$ cat src/rtl/mavg_pkg.sv
// Shared helpers for the moving-average datapath and future decimators.
package mavg_pkg;

  // Accumulator width that holds a full window of samples without overflow.
  function automatic int acc_width(input int data_width, input int log2_depth);
    return data_width + log2_depth;
  endfunction

  // Saturate a requested window exponent at the largest supported one.
  function automatic int clamp_log2_win(input int k, input int max_k);
    return (k > max_k) ? max_k : k;
  endfunction

  // Arithmetic right shift by k with round-half-up.
  // The caller sign-extends into 32 bits, so adding the bias cannot wrap.
  function automatic logic signed [31:0] round_shift(input logic signed [31:0] x,
                                                     input int k);
    logic signed [31:0] bias;
    if (k <= 0) return x;
    bias = 32'sd1 <<< (k - 1);
    return (x + bias) >>> k;
  endfunction

endpackage

$ cat src/rtl/mavg_ring_buf.sv
// DEPTH x DATA_WIDTH sample store: one synchronous write port and one
// combinational read port. Storage is not reset; the fill counter upstream
// ensures stale entries are never used.
module mavg_ring_buf #(
  parameter int DEPTH      = 16,
  parameter int DATA_WIDTH = 10,
  parameter int AW         = $clog2(DEPTH)
) (
  input  logic                         clk,
  input  logic                         we,
  input  logic [AW-1:0]                waddr,
  input  logic signed [DATA_WIDTH-1:0] wdata,
  input  logic [AW-1:0]                raddr,
  output logic signed [DATA_WIDTH-1:0] rdata
);

  logic [DEPTH-1:0][DATA_WIDTH-1:0] mem;

  for (genvar i = 0; i < DEPTH; i++) begin : g_row
    // Each row captures wdata when it is the addressed write slot.
    always_ff @(posedge clk) begin
      if (we && (waddr == AW'(i))) mem[i] <= wdata;
    end
  end

  // Read is combinational from the flops, so a same-cycle write to the
  // read slot returns the pre-write value.
  assign rdata = mem[raddr];

endmodule

$ cat src/rtl/stream_moving_avg.sv
// Streaming signed moving average over a run-time power-of-two window.
// Each output reflects the sum including the sample accepted on that edge.
module stream_moving_avg
  import mavg_pkg::*;
#(
  parameter int DATA_WIDTH = 10,
  parameter int LOG2_DEPTH = 4
) (
  input  logic                                 clk,
  input  logic                                 rst_n,
  input  logic [$clog2(LOG2_DEPTH+1)-1:0]      cfg_log2_win,
  input  logic                                 clear,
  input  logic                                 in_valid,
  input  logic signed [DATA_WIDTH-1:0]         din,
  output logic                                 out_valid,
  output logic signed [DATA_WIDTH-1:0]         dout,
  output logic                                 win_full
);

  localparam int DEPTH = 1 << LOG2_DEPTH;
  localparam int ACC_W = acc_width(DATA_WIDTH, LOG2_DEPTH);
  localparam int KW    = $clog2(LOG2_DEPTH + 1);
  localparam int PW    = LOG2_DEPTH;
  localparam int FW    = LOG2_DEPTH + 1;

  logic [KW-1:0]                k_act;
  logic [KW-1:0]                k_cfg;
  logic [PW-1:0]                wr_ptr;
  logic [PW-1:0]                rd_ptr;
  logic [FW-1:0]                fill_cnt;
  logic [FW-1:0]                fill_next;
  logic [FW-1:0]                win_len;
  logic signed [ACC_W-1:0]      sum;
  logic signed [ACC_W-1:0]      sum_next;
  logic signed [DATA_WIDTH-1:0] rdata;
  logic signed [DATA_WIDTH-1:0] oldest;
  logic signed [DATA_WIDTH-1:0] dout_next;
  logic                         flush;
  logic                         full_now;
  logic [1:0]                   vld_pipe;

  // Reset and clear act identically; a sample alongside either is dropped.
  assign flush       = ~rst_n | clear;
  assign vld_pipe[0] = in_valid & ~flush;

  assign k_cfg    = KW'(clamp_log2_win(int'(cfg_log2_win), LOG2_DEPTH));
  assign win_len  = FW'(1) << k_act;
  assign full_now = (fill_cnt == win_len);

  // Oldest slot sits W entries behind the write pointer; at W=DEPTH that is
  // the write slot itself, read before it is overwritten.
  assign rd_ptr = wr_ptr - win_len[PW-1:0];

  mavg_ring_buf #(
    .DEPTH      (DEPTH),
    .DATA_WIDTH (DATA_WIDTH),
    .AW         (PW)
  ) u_buf (
    .clk   (clk),
    .we    (vld_pipe[0]),
    .waddr (wr_ptr),
    .wdata (din),
    .raddr (rd_ptr),
    .rdata (rdata)
  );

  // Update path: evict only once the window holds W real samples.
  always_comb begin
    oldest    = full_now ? rdata : '0;
    sum_next  = sum + ACC_W'(din) - ACC_W'(oldest);
    fill_next = full_now ? fill_cnt : fill_cnt + FW'(1);
    dout_next = DATA_WIDTH'(round_shift(32'(sum_next), int'(k_act)));
  end

  // Filter state, window latch and registered outputs.
  always_ff @(posedge clk) begin
    if (flush) begin
      k_act       <= k_cfg;
      sum         <= '0;
      wr_ptr      <= '0;
      fill_cnt    <= '0;
      dout        <= '0;
      win_full    <= 1'b0;
      vld_pipe[1] <= 1'b0;
    end else begin
      vld_pipe[1] <= vld_pipe[0];
      if (vld_pipe[0]) begin
        sum      <= sum_next;
        wr_ptr   <= wr_ptr + PW'(1);
        fill_cnt <= fill_next;
        dout     <= dout_next;
        win_full <= (fill_next == win_len);
      end
    end
  end

  assign out_valid = vld_pipe[1];

endmodule

$ cat config.mk
export PLATFORM = sky130hd
export DESIGN_NAME = stream_moving_avg
export DESIGN_NICKNAME = d
export VERILOG_FILES = /design/src/rtl/mavg_pkg.sv /design/src/rtl/mavg_ring_buf.sv /design/src/rtl/stream_moving_avg.sv
export SDC_FILE = /design/constraint.sdc
export NUM_CORES = 1
export LEC_CHECK = 0
export CORE_MARGIN = 2
export CORE_UTILIZATION = 66
export CTS_BUF_LIST = sky130_fd_sc_hd__clkbuf_4 sky130_fd_sc_hd__clkbuf_8
export DETAILED_ROUTE_END_ITERATION = 6
export PLACE_DENSITY = 0.85
export SLEW_MARGIN = 10
export SYNTH_ARGS = -nofsm -noshare
export SYNTH_HDL_FRONTEND = slang
export SYNTH_SLANG_ARGS = --single-unit
$ cat constraint.sdc
create_clock -name clk -period 11.5 [get_ports clk]
set_input_delay 2.3 -clock clk [delete_from_list [all_inputs] [get_ports clk]]
set_output_delay 2.3 -clock clk [all_outputs]
set_load 0.02 [all_outputs]
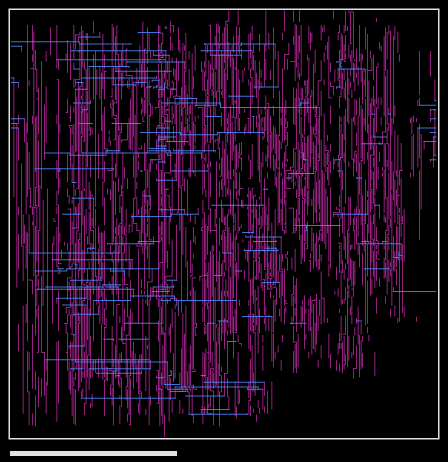
*Metal layers overlaid*
Bar = 50 um. Only two layers are drawn.
blue -> metal 3  # wire length 1350 um
magenta -> metal 2  # wire length 11900 um
WL final: 22800 um
DR WL/cell: 23.0 um
total number of vias: 6501
GR Util All Layers: 29.3%

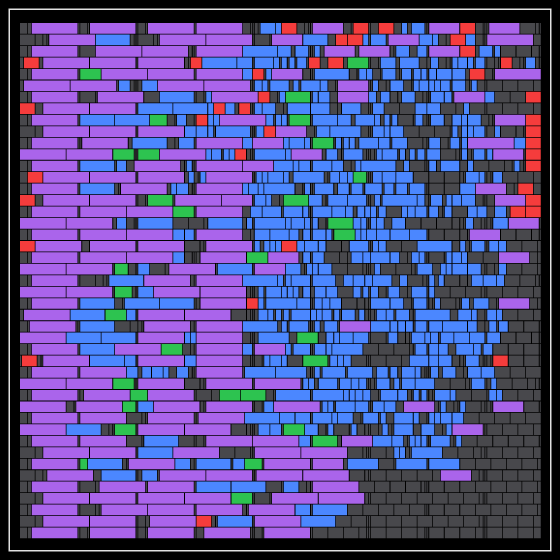
*Cells coloured by class*
Fill, decap, tap and diode cells in grey.
red -> other buffers and delay cells  # cells 40, share of their area 3.4%
purple -> flops  # cells 198, share of their area 52%
blue -> combinational and other logic  # cells 535, share of their area 41%
green -> clock drivers and dummy loads  # cells 32, share of their area 3.9%

==> flow_metrics.tcl <==
# place-and-route summary
set metrics [dict create \
    status "completed" \
    reg2reg_from "k_act[1]" \
    final_area_sq_um 11100 \
    yosys_warnings 0 \
    area_growth_syn_to_layout_pct 9.09 \
    required_ns 11.87 \
    clockBufferDepth 2 \
    rows 45 \
    peakVddDrop_mv 0.136 \
    clk_pin_slew_worst_paths_ns 0.12 \
    most_common_cell "edfxtp_1" \
    relSlewSlack_pct 19.2 \
    fp.dieW_um 128 \
    core_sq_um 15100 \
    ys.flop_type "edfxtp_1" \
    post_dp_cell_area_sq_um 10700 \
    setup_tns_ns 0 \
    ys_top_cells_by_count "163 x edfxtp_1, 64 x inv_1, 64 x nor2_1" \
    routed_via_density 6.55 \
    top_layer_used "met4" \
    top_cell_area_share_pct 48.1 \
    cts_hold_buf 0 \
    syn_inst 767 \
    wl_met3_um 1350 \
    wl_met1_um 8790 \
    htree_levels 4 \
    end_kind "flip-flop" \
    wl_met2_um 11900 \
    fp.dieH_um 128 \
    grt_overflow 0 \
    area_leaders "edfxtp_1 48%, mux4_2 9.7%, dfxtp_1 6.9%" \
    crit_type "reg2reg" \
    fin_nets 862 \
    flop_area_sq_um 5600 \
    synth_area_sq_um 10200 \
    hold_end "dout[2]" \
    cpPeakStageDelay_ns 1.25 \
    hold_class "reg2reg" \
    leakagePower_nw 3.98 \
    finalClockPeriodUsage_pct 79.5 \
    grt_pass1_vias 6614 \
    rsz0062_at_grt "no" \
    fmax_mhz 109 \
    io_buffers 28 \
    r2r_end "dout[8]" \
    maxSlewViolCount 0 \
    ys_ff 198 \
    chip_area_sq_um 16400 \
    grt_pass1_wl_um 35700 \
    antennaDiodeCount 0 \
    crit_path_max_fanout 40 \
    gp_congestion 0.876 \
    ys_seq_share_pct 55.0 \
    p_per_area_nw_per_um2 237 \
    syn_avg_cell_area_sq_um 13.3 \
    ios 29 \
    logic_area_sq_um 4220 \
    tool_warnings 34 \
    cts_root_buf "clkbuf_8" \
    fillers 907 \
    clock_skew_ns 0.0158 \
    worst_pin_slew_ns 1.21 \
    crit_arrival_ns 9.51 \
    rr_worst_depth 28 \
    antenna_left 0 \
    yosys_area_sq_um 10200 \
    dp_hpwl_um 15300 \
    yosysCellCount 767 \
    antenna_found_initial 0 \
    start_kind "flip-flop" \
    ctsResizeCount 0 \
    initCoreUtil_pct 67.1 \
    drv_cap 0 \
    cts_tree "built" \
    async_flop_share_pct 0 \
    edf_count 163 \
    grt_max_degree 41 \
    min_period_ns 9.14 \
    cp_common_cell "inv_1" \
    drtIter0Drc 677 \
    top_area_cell "edfxtp_1" \
    hold_viol_final 0 \
    cp_slowest_cell "fa_2" \
    dr.pass1.iters 5 \
    hold_depth 1 \
    hold_start "dout[2]" \
    post_cts_buffers 0 \
    ys_types 67 \
    drive_gt1_share_pct 13.7 \
    post-route-drc-count 0 \
    setup_viol 0 \
    rrSetupSlack_ns 2.36 \
]
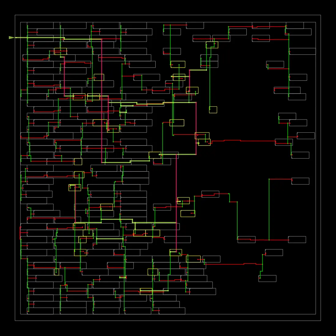
*Clock nets*
Num Clock Sinks: 198
clkbuf count: 17
P_clk: 0.463 mW
Inserted Clock Buffers: 17
clk ins delay skew pair: 0.48 ns

-- power by group --
| group | total (mW) | leakage (nW) | switching (mW) | internal, mW |
|---|---|---|---|---|
| combinational | 1.35 | 2.01 | 0.783 | 0.572 |
| clock | 0.463 | 0.213 | 0.292 | 0.171 |
| sequential | 0.817 | 1.76 | 0.0188 | 0.798 |
| total | 2.63 | 3.98 | 1.09 | 1.54 |
-- final cells by class --
class                      count  area share (%)
inverter                      66            2.23
clock buffer                  17            2.11
timing repair buffer          40            3.34
clock inverter                15            1.71
tap                          188            2.12
sequential                   198            50.4
multi-input combinational    469            38.1
-- how the worst max path moves through the flow --
stage | startpoint | endpoint | cells past startpoint
3_5_place_dp | k_act[0] | dout[8] | 29
6_report | k_act[1] | dout[8] | 28
3_3_place_gp | k_act[0] | dout[8] | 29
2_1_floorplan | k_act[0] | dout[8] | 30
5_1_grt | k_act[0] | dout[8] | 29
4_1_cts | k_act[0] | dout[8] | 29
-- critical path, delay by kind of cell (launching register included) --
family | cells | cell delay (ns)
adders and majority gates | 6 | 3.27
muxes | 2 | 0.90
DFF | 1 | 0.68
buffers and inverters | 4 | 0.75
and+or+nand+nor | 5 | 0.74
AOI/OAI and AO/OA | 9 | 1.99
xor gates and xnor gates | 2 | 0.69
-- kinds of logic after synthesis --
logic type / synth area share (%)
DFF: 55.0
and+or+nand+nor: 7.70
AOI/OAI and AO/OA: 9.52
buffers and inverters: 3.75
muxes: 12.7
adders and majority gates: 7.63
xor gates and xnor gates: 3.60
other: 0.0369
-- routing by layer --
layer | track usage [%] | vias to the layer above
met5 | 0 | -
met3 | 4.09 | 75
li1 | - | 2906
met2 | 50.2 | 297
met4 | 14.0 | 0
met1 | 37.1 | 3223
-- sequential cells by signal (all words and copies together), names as in the netlist --
name and flops:
u_buf.mem 160, k_act 3, sum 14, wr_ptr 4, fill_cnt 5, dout 10, win_full 1, out_valid 1
-- cell usage in the layout, fill, tap and decap left out, types with 6 or more instances in the layout --
cell type	instances
edfxtp_1	163
inv_1	64
nor2_1	62
mux4_2	44
ha_1	37
nand2_1	36
dfxtp_1	35
a211oi_1	30
clkdlybuf4s50_1	28
mux2i_1	27
a21oi_1	24
xnor2_1	22
nor2b_1	19
clkbuf_8	17
xor2_1	16
fa_1	14
o21ai_0	12
nor3_1	12
buf_4	12
o21a_1	9
nand2b_1	7
nand3_1	6
nand4_1	6
-- metrics by stage --
stage	setup slack [ns]	instances	utilization [%]	power [mW]	hold slack (ns)
5_1_grt	1.71	993	73.3	2.79	0.488
6_report	2.36	993	73.3	2.63	0.467
3_5_place_dp	2.47	961	70.4	2.15	0.440
4_1_cts	2.45	993	73.2	2.62	0.469
2_1_floorplan	4.18	768	-	1.85	0.460
3_3_place_gp	2.73	961	70.4	2.12	0.437
No activity file was given, so power comes from the tool's default toggle rates.
